File: src/rtl/cpu_defs.sv
// Shared CPU type definitions: data word, register address and the
// execute-stage operation codes consumed by the memory access unit.
package cpu_defs;

  typedef logic [31:0] word_t;
  typedef logic [4:0]  regaddr_t;

  typedef enum logic [3:0] {
    OP_NOP = 4'd0,
    OP_ALU = 4'd1,
    OP_LB  = 4'd2,
    OP_LH  = 4'd3,
    OP_LW  = 4'd4,
    OP_LBU = 4'd5,
    OP_LHU = 4'd6,
    OP_SB  = 4'd7,
    OP_SH  = 4'd8,
    OP_SW  = 4'd9
  } oper_t;

  function automatic logic is_load(input oper_t op);
    return (op == OP_LB) || (op == OP_LH) || (op == OP_LW) ||
           (op == OP_LBU) || (op == OP_LHU);
  endfunction

  function automatic logic is_store(input oper_t op);
    return (op == OP_SB) || (op == OP_SH) || (op == OP_SW);
  endfunction

  function automatic logic is_half(input oper_t op);
    return (op == OP_LH) || (op == OP_LHU) || (op == OP_SH);
  endfunction

  function automatic logic is_word(input oper_t op);
    return (op == OP_LW) || (op == OP_SW);
  endfunction

endpackage

File: src/rtl/mem_access_unit_if.sv
// Data bus between the memory access unit (master) and memory (slave).
//   bus_req   request, held until the ack cycle
//   bus_we    1 = write
//   bus_addr  word-aligned address
//   bus_be    byte enables
//   bus_wdata lane-replicated write data
//   bus_ack   slave completes the access
//   bus_rdata read data, valid with bus_ack
interface mem_access_unit_if;
  import cpu_defs::*;

  logic       bus_req;
  logic       bus_we;
  word_t      bus_addr;
  logic [3:0] bus_be;
  word_t      bus_wdata;
  logic       bus_ack;
  word_t      bus_rdata;

  modport master (
    output bus_req, bus_we, bus_addr, bus_be, bus_wdata,
    input  bus_ack, bus_rdata
  );

  modport slave (
    input  bus_req, bus_we, bus_addr, bus_be, bus_wdata,
    output bus_ack, bus_rdata
  );
endinterface

File: src/rtl/mem_lane_align.sv
// Combinational byte-lane logic for sub-word accesses.
//   op, addr_lo : access type and low address bits
//   wdata       : store source value; wdata_lane is it replicated into lanes
//   rdata       : raw bus read data; load_data is the selected lane extended
//   be          : byte enables (same for loads and stores of one width)
module mem_lane_align
  import cpu_defs::*;
(
  input  oper_t      op,
  input  logic [1:0] addr_lo,
  input  word_t      wdata,
  input  word_t      rdata,
  output logic [3:0] be,
  output word_t      wdata_lane,
  output word_t      load_data
);

  logic [7:0]  rd_byte;
  logic [15:0] rd_half;

  always_comb begin
    case (addr_lo)
      2'd0:    rd_byte = rdata[7:0];
      2'd1:    rd_byte = rdata[15:8];
      2'd2:    rd_byte = rdata[23:16];
      default: rd_byte = rdata[31:24];
    endcase
    rd_half = addr_lo[1] ? rdata[31:16] : rdata[15:0];
  end

  always_comb begin
    be         = 4'b0000;
    wdata_lane = wdata;
    load_data  = rdata;
    case (op)
      OP_SB, OP_LB, OP_LBU: be = 4'b0001 << addr_lo;
      OP_SH, OP_LH, OP_LHU: be = addr_lo[1] ? 4'b1100 : 4'b0011;
      OP_SW, OP_LW:         be = 4'b1111;
      default:              be = 4'b0000;
    endcase
    case (op)
      OP_SB:   wdata_lane = {4{wdata[7:0]}};
      OP_SH:   wdata_lane = {2{wdata[15:0]}};
      default: wdata_lane = wdata;
    endcase
    case (op)
      OP_LB:   load_data = {{24{rd_byte[7]}}, rd_byte};
      OP_LBU:  load_data = {24'h0, rd_byte};
      OP_LH:   load_data = {{16{rd_half[15]}}, rd_half};
      OP_LHU:  load_data = {16'h0, rd_half};
      default: load_data = rdata;
    endcase
  end

endmodule

File: src/rtl/mem_access_unit.sv
// Memory stage: turns EX load/store ops into single bus transactions and
// forwards non-memory results to writeback.
//   clk, rst      : clock, asynchronous active-high reset
//   ex_*          : operation from EX (held by the pipeline under stall_req)
//   bus           : mem_access_unit_if master port
//   wb_*          : writeback result, one-cycle valid
//   stall_req     : hold the pipeline while a memory access is outstanding
//   bus_err       : one-cycle pulse when an access times out
//   misalign_exc  : one-cycle pulse on a misaligned access
// Build option: MISALIGN_TRAP_EN -- trap misaligned halfword/word accesses
// instead of forcing the address down to alignment.
//
// state  | meaning
// IDLE   | accept a new op; non-memory ops retire here in one cycle
// ACCESS | bus_req held with registered outputs until ack or timeout
module mem_access_unit
  import cpu_defs::*;
#(
  parameter int BUS_TIMEOUT = 255
) (
  input  logic     clk,
  input  logic     rst,
  input  logic     ex_valid,
  input  oper_t    ex_op,
  input  word_t    ex_addr,
  input  word_t    ex_wdata,
  input  regaddr_t ex_rd,
  mem_access_unit_if.master bus,
  output logic     wb_valid,
  output logic     wb_we,
  output regaddr_t wb_rd,
  output word_t    wb_data,
  output logic     stall_req,
  output logic     bus_err,
  output logic     misalign_exc
);

  typedef enum logic {IDLE = 1'b0, ACCESS = 1'b1} state_t;

  localparam int CNT_W = $clog2(BUS_TIMEOUT + 1);
  localparam logic [CNT_W-1:0] CNT_LAST = CNT_W'(BUS_TIMEOUT - 1);

  state_t state, state_nxt;

  logic [CNT_W-1:0] cnt;
  oper_t            op_q;
  logic [1:0]       addr_lo_q;
  regaddr_t         rd_q;
  logic             bus_we_q;
  word_t            bus_addr_q;
  logic [3:0]       bus_be_q;
  word_t            bus_wdata_q;
  logic             wb_valid_q, wb_we_q, bus_err_q;
  regaddr_t         wb_rd_q;
  word_t            wb_data_q;

  word_t      ex_addr_al;
  logic       mem_op, legal, accept, in_access, timeout_hit;
  oper_t      la_op;
  logic [1:0] la_addr_lo;
  logic [3:0] la_be;
  word_t      la_wdata, la_load;

  assign mem_op = is_load(ex_op) || is_store(ex_op);

  // Misaligned addresses are forced down; with the trap enabled they never
  // reach the bus, so the forced value is only used for legal accesses.
  always_comb begin
    ex_addr_al = ex_addr;
    if (is_half(ex_op)) ex_addr_al[0] = 1'b0;
    if (is_word(ex_op)) ex_addr_al[1:0] = 2'b00;
  end

`ifdef MISALIGN_TRAP_EN
  logic misaligned, misalign_q;
  assign misaligned = (is_half(ex_op) && ex_addr[0]) ||
                      (is_word(ex_op) && (ex_addr[1:0] != 2'b00));
  assign legal = mem_op && !misaligned;
`else
  assign legal = mem_op;
`endif

  assign in_access   = (state == ACCESS);
  assign accept      = (state == IDLE) && ex_valid && legal;
  assign timeout_hit = in_access && !bus.bus_ack && (cnt == CNT_LAST);

  // One aligner serves both directions: EX fields while idle (to latch be
  // and wdata on entry), registered fields while accessing (load extend).
  assign la_op      = in_access ? op_q : ex_op;
  assign la_addr_lo = in_access ? addr_lo_q : ex_addr_al[1:0];

  mem_lane_align u_lane_align (
    .op         (la_op),
    .addr_lo    (la_addr_lo),
    .wdata      (ex_wdata),
    .rdata      (bus.bus_rdata),
    .be         (la_be),
    .wdata_lane (la_wdata),
    .load_data  (la_load)
  );

  always_ff @(posedge clk or posedge rst) begin
    if (rst) state <= IDLE;
    else     state <= state_nxt;
  end

  always_comb begin
    state_nxt = state;
    case (state)
      IDLE:    if (accept) state_nxt = ACCESS;
      ACCESS:  if (bus.bus_ack || timeout_hit) state_nxt = IDLE;
      default: state_nxt = IDLE;
    endcase
  end

  always_ff @(posedge clk or posedge rst) begin
    if (rst) begin
      cnt         <= '0;
      op_q        <= OP_NOP;
      addr_lo_q   <= 2'b00;
      rd_q        <= '0;
      bus_we_q    <= 1'b0;
      bus_addr_q  <= '0;
      bus_be_q    <= 4'b0000;
      bus_wdata_q <= '0;
      wb_valid_q  <= 1'b0;
      wb_we_q     <= 1'b0;
      wb_rd_q     <= '0;
      wb_data_q   <= '0;
      bus_err_q   <= 1'b0;
    end else begin
      wb_valid_q <= 1'b0;
      wb_we_q    <= 1'b0;
      bus_err_q  <= 1'b0;
      if (state == IDLE) begin
        if (accept) begin
          cnt         <= '0;
          op_q        <= ex_op;
          addr_lo_q   <= ex_addr_al[1:0];
          rd_q        <= ex_rd;
          bus_we_q    <= is_store(ex_op);
          bus_addr_q  <= {ex_addr_al[31:2], 2'b00};
          bus_be_q    <= la_be;
          bus_wdata_q <= la_wdata;
        end else if (ex_valid && (ex_op != OP_NOP) && !mem_op) begin
          wb_valid_q <= 1'b1;
          wb_we_q    <= (ex_rd != '0);
          wb_rd_q    <= ex_rd;
          wb_data_q  <= ex_addr;
        end
      end else begin
        if (bus.bus_ack) begin
          bus_we_q   <= 1'b0;
          wb_valid_q <= 1'b1;
          wb_rd_q    <= rd_q;
          if (is_load(op_q)) begin
            wb_we_q   <= (rd_q != '0);
            wb_data_q <= la_load;
          end else begin
            wb_data_q <= '0;
          end
        end else if (timeout_hit) begin
          bus_we_q  <= 1'b0;
          bus_err_q <= 1'b1;
        end else begin
          cnt <= cnt + 1'b1;
        end
      end
    end
  end

`ifdef MISALIGN_TRAP_EN
  always_ff @(posedge clk or posedge rst) begin
    if (rst) misalign_q <= 1'b0;
    else     misalign_q <= (state == IDLE) && ex_valid && mem_op && misaligned;
  end
  assign misalign_exc = misalign_q;
`else
  assign misalign_exc = 1'b0;
`endif

  // bus_req follows the state register so reset drops it without a clock.
  assign bus.bus_req   = in_access;
  assign bus.bus_we    = bus_we_q;
  assign bus.bus_addr  = bus_addr_q;
  assign bus.bus_be    = bus_be_q;
  assign bus.bus_wdata = bus_wdata_q;

  assign stall_req = !rst && (accept || (in_access && !bus.bus_ack));

  assign wb_valid = wb_valid_q;
  assign wb_we    = wb_we_q;
  assign wb_rd    = wb_rd_q;
  assign wb_data  = wb_data_q;
  assign bus_err  = bus_err_q;

endmodule

File: src/flat_wrapper.sv
// flat-port wrapper written by rule: the top's interface ports become plain ports
module mem_access_unit_flat import cpu_defs::*;
#(
  parameter int BUS_TIMEOUT = 255
)
  (clk, rst, ex_valid, ex_op, ex_addr, ex_wdata, ex_rd, wb_valid, wb_we, wb_rd, wb_data, stall_req, bus_err, misalign_exc, bus_bus_req, bus_bus_we, bus_bus_addr, bus_bus_be, bus_bus_wdata, bus_bus_ack, bus_bus_rdata);
  mem_access_unit_if bus_i ();
  input  logic clk;
  input  logic rst;
  input  logic ex_valid;
  input  oper_t ex_op;
  input  word_t ex_addr;
  input  word_t ex_wdata;
  input  regaddr_t ex_rd;
  output logic wb_valid;
  output logic wb_we;
  output regaddr_t wb_rd;
  output word_t wb_data;
  output logic stall_req;
  output logic bus_err;
  output logic misalign_exc;
  output wire logic [$bits(bus_i.bus_req)-1:0] bus_bus_req;
  output wire logic [$bits(bus_i.bus_we)-1:0] bus_bus_we;
  output wire logic [$bits(bus_i.bus_addr)-1:0] bus_bus_addr;
  output wire logic [$bits(bus_i.bus_be)-1:0] bus_bus_be;
  output wire logic [$bits(bus_i.bus_wdata)-1:0] bus_bus_wdata;
  input wire logic [$bits(bus_i.bus_ack)-1:0] bus_bus_ack;
  input wire logic [$bits(bus_i.bus_rdata)-1:0] bus_bus_rdata;
  assign bus_bus_req = bus_i.bus_req;
  assign bus_bus_we = bus_i.bus_we;
  assign bus_bus_addr = bus_i.bus_addr;
  assign bus_bus_be = bus_i.bus_be;
  assign bus_bus_wdata = bus_i.bus_wdata;
  assign bus_i.bus_ack = bus_bus_ack;
  assign bus_i.bus_rdata = bus_bus_rdata;
  mem_access_unit #(.BUS_TIMEOUT(BUS_TIMEOUT)) u_core (.clk(clk), .rst(rst), .ex_valid(ex_valid), .ex_op(ex_op), .ex_addr(ex_addr), .ex_wdata(ex_wdata), .ex_rd(ex_rd), .bus(bus_i), .wb_valid(wb_valid), .wb_we(wb_we), .wb_rd(wb_rd), .wb_data(wb_data), .stall_req(stall_req), .bus_err(bus_err), .misalign_exc(misalign_exc));
endmodule
File: config.mk
export PLATFORM = sky130hd
export DESIGN_NAME = mem_access_unit_flat
export DESIGN_NICKNAME = d
export VERILOG_FILES = /design/src/rtl/cpu_defs.sv /design/src/rtl/mem_access_unit_if.sv /design/src/rtl/mem_lane_align.sv /design/src/rtl/mem_access_unit.sv /design/src/flat_wrapper.sv
export SDC_FILE = /design/constraint.sdc
export NUM_CORES = 1
export LEC_CHECK = 0
export CAP_MARGIN = 20
export CORE_MARGIN = 1
export CORE_UTILIZATION = 45
export CTS_CLUSTER_DIAMETER = 80
export CTS_CLUSTER_SIZE = 8
export DETAILED_ROUTE_END_ITERATION = 10
export GPL_ROUTABILITY_DRIVEN = 0
export PLACE_DENSITY = 0.78
export SLEW_MARGIN = 20
export SYNTH_ARGS = -nofsm -noshare
export SYNTH_HDL_FRONTEND = slang
export SYNTH_HIERARCHICAL = 1
export SYNTH_SLANG_ARGS = --single-unit
File: constraint.sdc
create_clock -name clk -period 5.1 [get_ports clk]
set_input_delay 0.765 -clock clk [delete_from_list [all_inputs] [get_ports clk]]
set_output_delay 0.765 -clock clk [all_outputs]
set_load 0.01 [all_outputs]
==> GITHUB_STEP_SUMMARY, run 1 <==
### Metrics collected by this job

| Metric | Value |
|---|---|
| Number of primary I/O pins | `~220` |
| Highest achievable clock rate | `about 260 MHz` |
| Crit path largest cell delay | `0.72 ns` |
| Placeable core region | `15300 µm²` |
| Ratio of routed vias to standard cells | `about 5.3` |
| Worst reg-to-reg setup slack | `between 1.5 and 2 ns` |
| Number of antenna violations at the first check in global routing | `0` |
| Slew at the pin with the worst max-slew slack | `between 1 and 1.5 ns` |
| All-layer global routing usage | `between 20% and 30%` |
| DRC viols | `0` |
| Chip Area, Yosys | `about 7000 µm²` |
| Count of inverters other than clock inverters in the layout | `9` |
| Wire length on met3 | `around 1100 µm` |
| Worst hold path cell count | `2` |
| Vert. Die Dim | `between 100 and 150 µm` |
| Master cell of the clock root buffer | `sky130_fd_sc_hd__clkbuf_16` |
| Slowest stage cell, crit path | `sky130_fd_sc_hd__clkdlybuf4s50_1` |
| Headroom to the max-slew limit | `between 20 and 30%` |
| Run status | `completed` |
| Distinct lib cells used | `between 60 and 70` |
| Multi-input gate share of the layout cell area | `between 30% and 40%` |
| Maximum Capacitance Violations | `0` |
| XOR Share, Synth | `less than 1%` |
| Area of combinational cells with multiple inputs | `roughly 3500 µm²` |
| Async set or reset register ratio after synthesis | `100%` |
| Wire length on met2 | `between 9000 and 10000 µm` |
| Crit path launch type | `input pin` |
| Post-synthesis cell type with the largest combined area | `sky130_fd_sc_hd__dfrtp_1` |
| Reg-to-Reg Start | `u_core/bus.bus_req$_DFF_PP0_` |
| Design area | `9780 µm²` |
| Sort of element at the end of the critical path | `flip-flop` |
| Total sequential power | `roughly 0.0015 W` |
| Setup TNS Final | `0 ns` |
| Seq share, synth | `between 40 and 50%` |
| Timing startpoint of the critical path | `ex_op[3]` |
| Clock network power consumption | `between 0.001 and 0.0015 W` |
| OpenROAD warning count | `27` |
| Largest net degree at the start of global routing | `97` |
| Total combinational power | `between 0.0015 and 0.002 W` |
| ClkCell Share | `5.86%` |
| Data arrival at the endpoint of the critical path | `around 4.2 ns` |
| Number of synthesized flops with an enable pin | `0` |
| Yosys aoi share | `13.8%` |
| Worst Path Class, Setup | `input pin to flip-flop` |
| Top cell type's share of synthesized area | `between 40 and 50%` |
| Tot Pwr | `between 0.004 and 0.005 W` |
| Antenna Diode Count | `0` |
| Hold Crit Endpoint | `u_core/bus.bus_addr[7]$_DFFE_PP0P_` |
| Postcts setup bufs | `0` |
| Switching share of power | `around a third` |
| Most numerous logic cells after layout | `sky130_fd_sc_hd__nand2_1, sky130_fd_sc_hd__clkdlybuf4s50_1, sky130_fd_sc_hd__dfrtp_1, sky130_fd_sc_hd__a22o_1, sky130_fd_sc_hd__mux2_1` |
| Depth of the critical timing path with buffers and inverters included | `12` |
| Via count of the first global-routing pass | `~5800` |
| Growth of design area from synthesis to finish | `37.7%` |
| RSZ-0062 raised after global routing | `no` |
| Switching power | `0.00132 W` |
| Number of pins exceeding their max-slew limit in the final report | `0` |
| FA/HA/MAJ Cells, Area Fraction | `less than 1%` |
| Clock slew at reported path FFs | `0.06 ns` |
| Top comb family, area | `simple AND/OR/NAND/NOR gates` |
| Detailed Route WL | `20100 µm` |
| Number of cells on the worst reg-to-reg path | `9` |
| Number of placement rows | `45` |
| Post-layout utilization of the core | `a little under two thirds` |
| Number of non-clock buffers | `around 230` |
| Post-detailed-route wirelength per cell | `between 15 and 20 µm` |
| Global routing met3 resource utilization | `under 10%` |
run_1/clock_nets.png
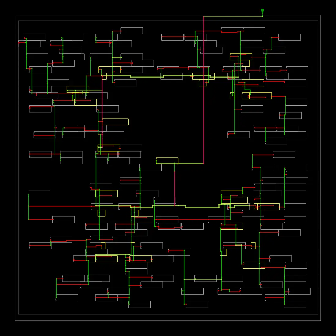
final worst clock skew: 0.0107 ns
clock network latency to the later pin of the worst-skew pair: 0.42 ns
CLK BUF: 18
Sink Count: 127
flop count: 127

run_1/layers.png
Drawn at 2 px/µm.
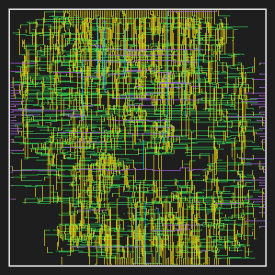
[purple] M3 | wire length: 1110 µm
[yellow] M2 | wire length: 9520 µm
[green] M1 | wire length: 9100 µm
[cyan] M4 | wire length: 369 µm

run_1/m3.png
Drawn at 4 px/µm.
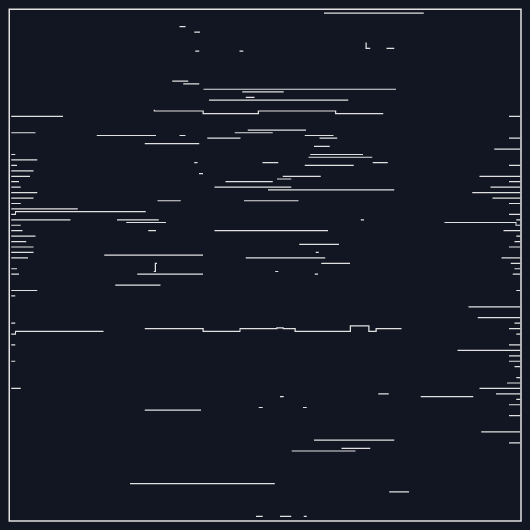
longest straight run: 47.8 µm
share of all routed wire: 5.5%
main direction: horizontal
nets with wire on the layer: 117
wire length on this layer: 1110 µm

run_1/clock_wires.png
Drawn at 4 px/µm.
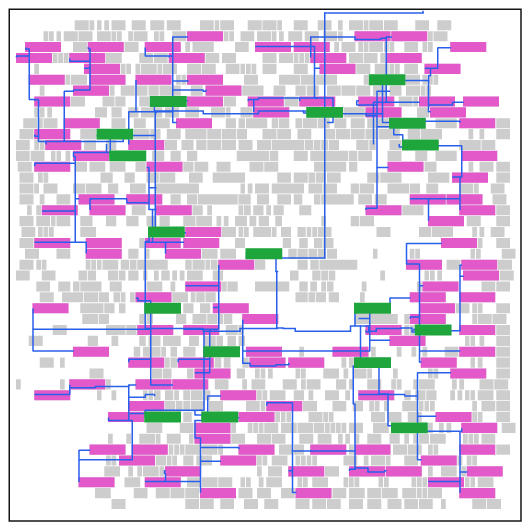

==> run 2: changes to the inputs <==
Clock period 5.1 ns to 3.9 ns, I/O delays scaled along.
run_2/clock_wires.png
Drawn at 4 px/µm.
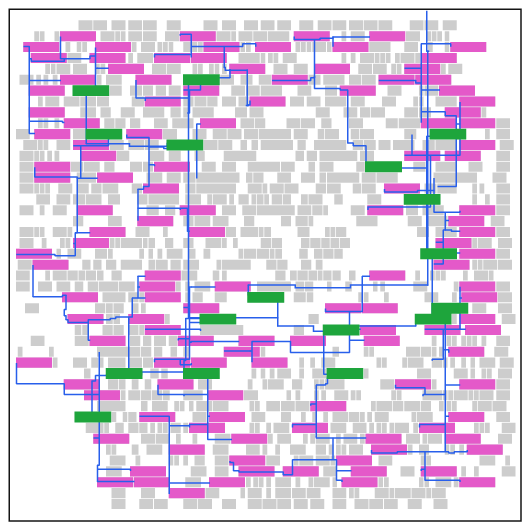
[magenta] flip-flops | count: 127
[green] clock-net drivers | count: 17
[blue] clock wires | length: 1670 µm
flops lie: widely spread

==> run 2 against run 1 <==
  * Cell area increased by 1.8%
  * Sequential share of layout area decreased by 0.58 points
  * Worst setup slack got worse by 0.67 ns
  * Sequential power increased by 31%
  * Non-clock buffer count increased by 10
  * Worst hold slack about the same
  * Area after synthesis unchanged
  * Critical path type unchanged
  * Global-route usage increased by 0.94 points
  * Via count increased by 1.7%
  * Utilization increased by 1.2 points
  * Clock skew decreased by 0.0045 ns
==> GITHUB_STEP_SUMMARY, run 2 <==
### Metrics collected by this job

| Metric | Value |
|---|---|
| Number of cells on the worst reg-to-reg path | `9` |
| Worst Path Class, Setup | `input pin to flip-flop` |
| Headroom to the max-slew limit | `about a third` |
| Hold Crit Endpoint | `u_core/bus.bus_be[2]$_DFFE_PP0P_` |
| Depth of the critical timing path with buffers and inverters included | `13` |
| FA/HA/MAJ Cells, Area Fraction | `less than 1%` |
| Total combinational power | `between 0.002 and 0.0025 W` |
| Setup TNS Final | `0 ns` |
| Yosys aoi share | `between 10% and 20%` |
| Post-detailed-route wirelength per cell | `approximately 18 µm` |
| Top cell type's share of synthesized area | `between 40 and 50%` |
| Run status | `completed` |
| Met1 routed wirelength after detailed routing | `9180 µm` |
| Multi-Input Combinational | `around 530` |
| Global routing met3 resource utilization | `between 4 and 5%` |
| Wire length on met2 | `a little under 10000 µm` |
| Clock network power consumption | `0.00173 W` |
| Growth of design area from synthesis to finish | `40.2%` |
| Post-detailed-placement half-perimeter wirelength | `~15000 µm` |
| Slowest stage cell, crit path | `sky130_fd_sc_hd__a2111oi_4` |
| Master cell of the clock root buffer | `sky130_fd_sc_hd__clkbuf_16` |
| Switching share of power | `between 30% and 40%` |
| Antenna Diode Count | `0` |
| Async set or reset register ratio after synthesis | `100%` |
| Timing startpoint of the critical path | `ex_op[3]` |
| Tot Pwr | `between 0.005 and 0.006 W` |
| Distinct lib cells used | `around 62` |
| Highest achievable clock rate | `298 MHz` |
| Sink Count | `127` |
| Number of non-clock buffers | `237` |
| Data arrival at the endpoint of the critical path | `3.70 ns` |
| Top comb family, area | `simple AND/OR/NAND/NOR gates` |
| Number of primary I/O pins | `221` |
| All-layer global routing usage | `between 20% and 30%` |
| Number of pins exceeding their max-slew limit in the final report | `0` |
| Reg-to-Reg Start | `u_core/bus.bus_req$_DFF_PP0_` |
| Slew at the pin with the worst max-slew slack | `0.976 ns` |
| Via count of the first global-routing pass | `~6000` |
| Largest net degree at the start of global routing | `approximately 83` |
| Total sequential power | `roughly 0.0019 W` |
| Postcts setup bufs | `0` |
| Multi-input gate share of the layout cell area | `between 30% and 40%` |
| Ratio of routed vias to standard cells | `around 5.3` |
| Seq share, synth | `between 40% and 50%` |
| Number of synthesized flops with an enable pin | `0` |
| Chip Area, Yosys | `just over 7000 µm²` |
| CLK BUF | `23` |
| ClkCell Share | `6.55%` |
| DRC viols | `0` |
| Clock slew at reported path FFs | `roughly 0.05 ns` |
| Crit path largest cell delay | `approximately 0.8 ns` |
| Design area | `9950 µm²` |
| Final worst clock skew | `approximately 0.0062 ns` |
| Crit path launch type | `input pin` |
| Detailed Route WL | `approximately 20000 µm` |
| Most numerous logic cells after layout | `sky130_fd_sc_hd__nand2_1, sky130_fd_sc_hd__clkdlybuf4s50_1, sky130_fd_sc_hd__dfrtp_1, sky130_fd_sc_hd__a22o_1, sky130_fd_sc_hd__mux2_1` |
| Worst reg-to-reg setup slack | `between 1 and 1.5 ns` |
| Post-synthesis cell type with the largest combined area | `sky130_fd_sc_hd__dfrtp_1` |
| Flop count | `approximately 130` |
| Number of placement rows | `approximately 45` |
| XOR Share, Synth | `0.370%` |
| Maximum Capacitance Violations | `0` |
| Number of antenna violations at the first check in global routing | `0` |
| OpenROAD warning count | `27` |
| Vert. Die Dim | `between 100 and 150 µm` |
==> run 3: changes to the inputs <==
Settings changed: HOLD_SLACK_MARGIN set to 0.08.
run_3/clock_nets.png
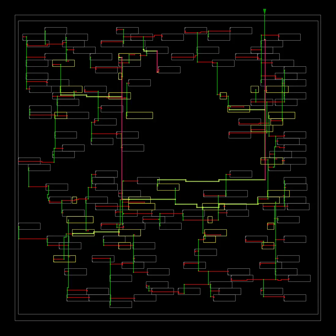
clock network latency to the later pin of the worst-skew pair: 0.41 ns
final worst clock skew: 0.00617 ns
number of CTS-inserted buffers: 17
clock network power consumption: 0.00173 W

==> run 3 against run 2 <==
  * First-iteration DRC count unchanged
  * Cell area unchanged
  * Clock power about the same
  * Critical path type unchanged
  * Critical endpoint unchanged
  * Largest cell class unchanged
  * Highest routed layer unchanged
==> GITHUB_STEP_SUMMARY, run 3 <==
### Metrics collected by this job

| Metric | Value |
|---|---|
| Setup TNS Final | `0 ns` |
| Total combinational power | `around 0.0021 W` |
| Top cell type's share of synthesized area | `about 45%` |
| OpenROAD warning count | `27` |
| Number of cells on the worst reg-to-reg path | `9` |
| Depth of the critical timing path with buffers and inverters included | `13` |
| Number of non-clock buffers | `237` |
| Met1 routed wirelength after detailed routing | `slightly above 9000 µm` |
| Design area | `~10000 µm²` |
| ClkCell Share | `6.55%` |
| Run status | `completed` |
| Number of placement rows | `between 40 and 50` |
| Slew at the pin with the worst max-slew slack | `between 0.9 and 1 ns` |
| Via count of the first global-routing pass | `5994` |
| Antenna Diode Count | `0` |
| Number of primary I/O pins | `around 220` |
| Slowest stage cell, crit path | `sky130_fd_sc_hd__a2111oi_4` |
| Crit path largest cell delay | `approximately 0.78 ns` |
| Timing startpoint of the critical path | `ex_op[3]` |
| Detailed Route WL | `20500 µm` |
| Async set or reset register ratio after synthesis | `100%` |
| Number of synthesized flops with an enable pin | `0` |
| Clock slew at reported path FFs | `approximately 0.050 ns` |
| Sink Count | `approximately 130` |
| Maximum Capacitance Violations | `0` |
| Tot Pwr | `~0.0057 W` |
| Post-detailed-placement half-perimeter wirelength | `roughly 15000 µm` |
| Total sequential power | `about 0.0019 W` |
| All-layer global routing usage | `between 20% and 30%` |
| Chip Area, Yosys | `approximately 7100 µm²` |
| Count of inverters other than clock inverters in the layout | `9` |
| RSZ-0062 raised after global routing | `no` |
| Seq share, synth | `roughly 45%` |
| Most numerous logic cells after layout | `sky130_fd_sc_hd__nand2_1, sky130_fd_sc_hd__clkdlybuf4s50_1, sky130_fd_sc_hd__dfrtp_1, sky130_fd_sc_hd__a22o_1, sky130_fd_sc_hd__mux2_1` |
| Post-detailed-route wirelength per cell | `about 18 µm` |
| Ratio of routed vias to standard cells | `about 5.3` |
| Yosys aoi share | `13.8%` |
| XOR Share, Synth | `less than 1%` |
| Post-synthesis cell type with the largest combined area | `sky130_fd_sc_hd__dfrtp_1` |
| CLK BUF | `23` |
| Postcts setup bufs | `0` |
| Crit path launch type | `input pin` |
| Placeable core region | `~15000 µm²` |
| Area of combinational cells with multiple inputs | `between 3000 and 4000 µm²` |
| Number of antenna violations at the first check in global routing | `0` |
| Reg-to-Reg Start | `u_core/bus.bus_req$_DFF_PP0_` |
| Post-layout utilization of the core | `between 60% and 70%` |
| Data arrival at the endpoint of the critical path | `3.70 ns` |
| Part of the power in combinational logic | `about 36%` |
| Multi-input gate share of the layout cell area | `34.9%` |
| Worst Path Class, Setup | `input pin to flip-flop` |
| Worst reg-to-reg setup slack | `approximately 1.1 ns` |
| Number of pins exceeding their max-slew limit in the final report | `0` |
| Flop count | `between 100 and 150` |
| Largest net degree at the start of global routing | `83` |
| Top comb family, area | `simple AND/OR/NAND/NOR gates` |
| Highest achievable clock rate | `around 300 MHz` |
| DRC viols | `0` |
| Hold Crit Endpoint | `u_core/bus.bus_be[2]$_DFFE_PP0P_` |
| Distinct lib cells used | `a little over 60` |
| Growth of design area from synthesis to finish | `40.2%` |
| Wire length on met2 | `9810 µm` |
Power figures rest on the tool's default switching activity, not on a simulated workload.
